### Logic cells by family

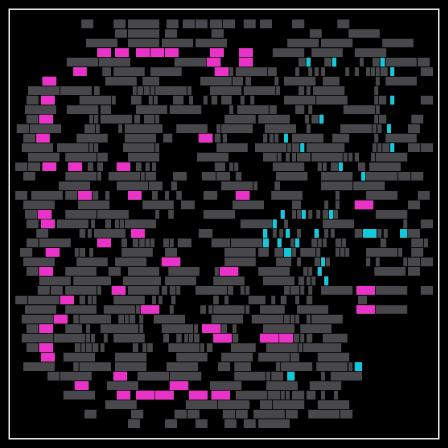
### Clock routing

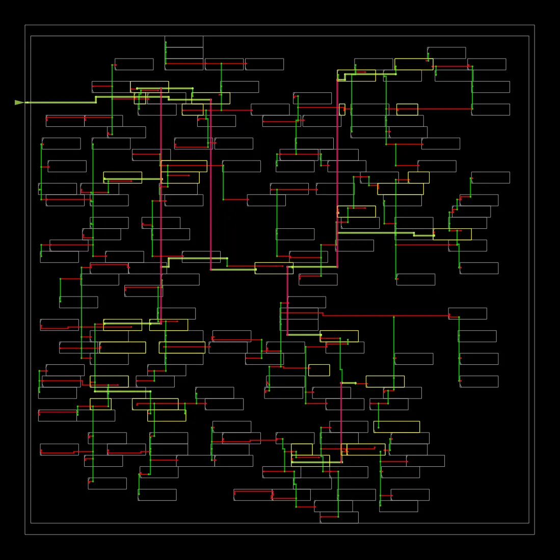
### Wire density map

24 x 24 tiles, from white (low) to dark blue (high), scaled to the fullest tile. Values are wire area over tile area, all layers added.
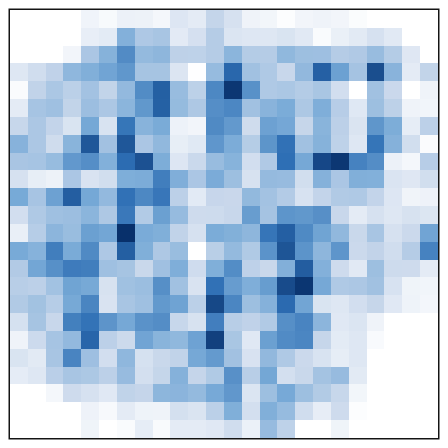
### Layout detail

The bar under the picture is 5 um long. Region (51, 76) to (71, 96) um. Cells in gray, sequential cells in the stronger gray; small squares are vias.
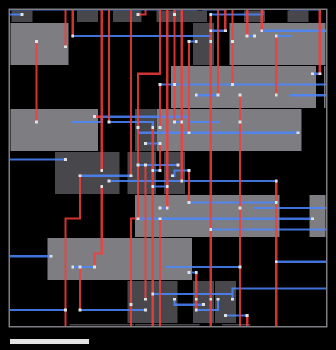
### Pin map

The bar under the picture is 20 um long. Pins as bars across the die edge, other pins in gray.
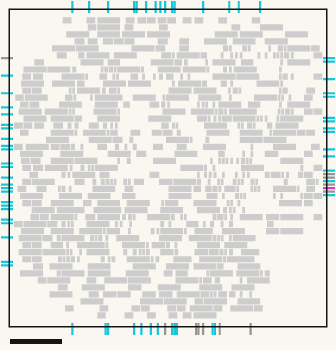
==> src/rtl/stp16_receiver_pkg.sv <==
// Shared STP16 link constants, used by both the transmitter and the receiver.
package stp16_receiver_pkg;

  localparam int STP16_DEFAULT_WIDTH  = 64;
  localparam int STP16_SYNC_STAGES    = 2;
  localparam int STP16_MIN_PHASE_CLKS = 2;

endpackage

==> src/rtl/stp16_receiver_sync_edge_detect.sv <==
// Pin synchronizer plus history flop; rise pulses for one clk when the synced level goes high.
// Latency: STAGES clk cycles from pin to level/rise. There is no backpressure.
module sync_edge_detect #(
  parameter int STAGES = 2
) (
  input  logic clk,
  input  logic reset,
  input  logic pin_i,
  output logic level_o,
  output logic rise_o
);

  logic [STAGES-1:0] sync_q;
  logic              hist_q;

  always_ff @(posedge clk or posedge reset) begin
    if (reset) begin
      sync_q <= '0;
      hist_q <= 1'b0;
    end else begin
      sync_q <= {sync_q[STAGES-2:0], pin_i};
      hist_q <= sync_q[STAGES-1];
    end
  end

  assign level_o = sync_q[STAGES-1];
  assign rise_o  = sync_q[STAGES-1] & ~hist_q;

endmodule

==> src/rtl/stp16_receiver.sv <==
// STP16 serial receive: oversampled shift/latch into a one-entry valid/ready slot.
// Latency: pin LE rise to o_valid is sync_stages+1 clk. When the slot is full, new frames are dropped and flagged.
module stp16_receiver
  import stp16_receiver_pkg::*;
#(
  parameter int width       = STP16_DEFAULT_WIDTH,
  parameter int sync_stages = STP16_SYNC_STAGES
) (
  input  logic             clk,
  input  logic             reset,
  input  logic             stp16_clk,
  input  logic             stp16_sdi,
  input  logic             stp16_le,
  input  logic             stp16_noe,
  output logic             o_valid,
  input  logic             o_ready,
  output logic [width-1:0] o_data,
  output logic             o_enable,
  output logic             o_frame_error,
  output logic             o_overrun,
  input  logic             i_clear_flags
);

  localparam int CW = $clog2(width + 2);

  logic clk_lvl, clk_rise, sdi_lvl, sdi_rise, le_lvl, le_rise, noe_lvl, noe_rise;
  logic unused_pins;

  sync_edge_detect #(.STAGES(sync_stages)) u_clk (
    .clk(clk), .reset(reset), .pin_i(stp16_clk), .level_o(clk_lvl), .rise_o(clk_rise));
  sync_edge_detect #(.STAGES(sync_stages)) u_sdi (
    .clk(clk), .reset(reset), .pin_i(stp16_sdi), .level_o(sdi_lvl), .rise_o(sdi_rise));
  sync_edge_detect #(.STAGES(sync_stages)) u_le (
    .clk(clk), .reset(reset), .pin_i(stp16_le), .level_o(le_lvl), .rise_o(le_rise));
  sync_edge_detect #(.STAGES(sync_stages)) u_noe (
    .clk(clk), .reset(reset), .pin_i(stp16_noe), .level_o(noe_lvl), .rise_o(noe_rise));

  assign unused_pins = ^{clk_lvl, sdi_rise, le_lvl, noe_rise};

  logic [width-1:0] shift_q, shift_d;
  logic [CW-1:0]    cnt_q, cnt_d, cnt_inc;
  logic [width-1:0] data_q, data_d;
  logic             valid_q, valid_d;
  logic             err_q, err_d;
  logic             ovr_q, ovr_d;
  logic             en_q;

  always_comb begin
    shift_d = shift_q;
    cnt_inc = cnt_q;
    data_d  = data_q;
    valid_d = valid_q;
    err_d   = i_clear_flags ? 1'b0 : err_q;
    ovr_d   = i_clear_flags ? 1'b0 : ovr_q;

    if (clk_rise) begin
      shift_d = {shift_q[width-2:0], sdi_lvl};
      if (cnt_q != CW'(width + 1)) cnt_inc = cnt_q + 1'b1;
    end
    cnt_d = cnt_inc;

    if (valid_q && o_ready) valid_d = 1'b0;

    // A same-cycle clk edge is already folded into shift_d/cnt_inc, so the latch sees that bit.
    if (le_rise) begin
      cnt_d = '0;
      if (cnt_inc != CW'(width)) err_d = 1'b1;
      if (!valid_q || o_ready) begin
        data_d  = shift_d;
        valid_d = 1'b1;
      end else begin
        ovr_d = 1'b1;
      end
    end
  end

  always_ff @(posedge clk or posedge reset) begin
    if (reset) begin
      shift_q <= '0;
      cnt_q   <= '0;
      data_q  <= '0;
      valid_q <= 1'b0;
      err_q   <= 1'b0;
      ovr_q   <= 1'b0;
      en_q    <= 1'b0;
    end else begin
      shift_q <= shift_d;
      cnt_q   <= cnt_d;
      data_q  <= data_d;
      valid_q <= valid_d;
      err_q   <= err_d;
      ovr_q   <= ovr_d;
      en_q    <= ~noe_lvl;
    end
  end

  assign o_valid       = valid_q;
  assign o_data        = data_q;
  assign o_enable      = en_q;
  assign o_frame_error = err_q;
  assign o_overrun     = ovr_q;

endmodule

==> config.mk <==
export PLATFORM = sky130hd
export DESIGN_NAME = stp16_receiver
export DESIGN_NICKNAME = d
export VERILOG_FILES = /design/src/rtl/stp16_receiver_pkg.sv /design/src/rtl/stp16_receiver_sync_edge_detect.sv /design/src/rtl/stp16_receiver.sv
export SDC_FILE = /design/constraint.sdc
export NUM_CORES = 1
export LEC_CHECK = 0
export ABC_AREA = 1
export CELL_PAD_IN_SITES_DETAIL_PLACEMENT = 0
export CELL_PAD_IN_SITES_GLOBAL_PLACEMENT = 1
export CORE_UTILIZATION = 40
export DETAILED_ROUTE_END_ITERATION = 8
export GPL_ROUTABILITY_DRIVEN = 0
export GPL_TIMING_DRIVEN = 0
export PLACE_DENSITY = 0.73
export SYNTH_ARGS = -nofsm -noshare
export SYNTH_HDL_FRONTEND = slang
export SYNTH_HIERARCHICAL = 1
export SYNTH_SLANG_ARGS = --single-unit
==> constraint.sdc <==
create_clock -name clk -period 3.8 [get_ports clk]
set_clock_uncertainty 0.1 [all_clocks]
set_input_delay 0.38 -clock clk [delete_from_list [all_inputs] [get_ports clk]]
set_output_delay 0.38 -clock clk [all_outputs]
set_load 0.02 [all_outputs]
==> metrics.cfg <==
[sta]
fmax_ghz=0.524
rsz0062_at_grt=false
period_needed_ns=1.91
worstMarginPinSlew_ns=0.669

[die]
tap_cells=180

[clock_tree]
htree_levels=4
cts.reportedPaths.clkPinSlew_ns=0.06
cts_hold_buf=0

[cells_and_area]
logic_area_sq_mm=0.00167
logic_gates=276
final_cell_mix=149 x dfrtp_1, 116 x nand2_1, 75 x clkdlybuf4s50_1
clk_share_pct=9.33

[setup_path]
ff2ff_setup_slack_ns=1.99
path_cells=clkdlybuf4s50_1
cp-end-kind=output pin
reg2reg_from=u_le/hist_q$_DFF_PP0_

[detailed_routing]
drc=0
routed.top_layer=met4
wl_met1_um=5310

[worst_hold_path]
holdCritPathClass=in2async

[global_routing]
top_usage_layer=met2
grt_overflow=0
grtUsageMet3_pct=5.20
use_met2_pct=26.2

[pwr]
top_power_group=the clock network
switchingPower_mw=0.918
peakVddDrop_uv=309
power_mw=4.17
power_frac_seq_pct=41.9

[synth]
syn_nets=507
yosysWarnings=6
synth_area_sq_mm=0.00579

[place]
place_area_sq_mm=0.00683
portBuffers=75

[outcome]
status=finished clean

## Picture notes: 'Logic cells by family'
[magenta] mux cells | cells: 52 | most used: mux2_2
[cyan] nor cells | cells: 30 | most used: nor2_1
most numerous logic cell after layout: dfrtp_1
non-filler instance count after layout: 787
Comb/total area: 22.2%

## Picture notes: 'Clock routing'
cts bufs inserted: 17
clkbuf count: 25
registers: 149
clock group power: 1.95 mW
clk latency late pin: 0.41 ns

## Picture notes: 'Wire density map'
fullest tile: 0.37
nearly empty tiles: 11%
mean over tiles: 0.12
tiles over half the peak: 20%
emptiest ninth of the die: lower right
gr usage total: 17.4%
Total Wirelength: 11,200 um
WL/cell: 14.3 um
vias: 3,684

## Picture notes: 'Layout detail'
[blue] M1
[red] M2
sequential cells in the window: 6
cells with their middle in the window: 14
most frequent: dfrtp_1 (6), nand2_1 (4)
netlist names of flops here include: shift_q (4), o_data (2)

## Picture notes: 'Pin map'
[cyan] o_data | pins: 64 | direction: output | edge: 23 left, 15 top, 14 right, 12 bottom
[magenta] i_clear_flags | pins: 1 | direction: input | edge: right

No activity file was given, so power comes from the tool's default toggle rates.
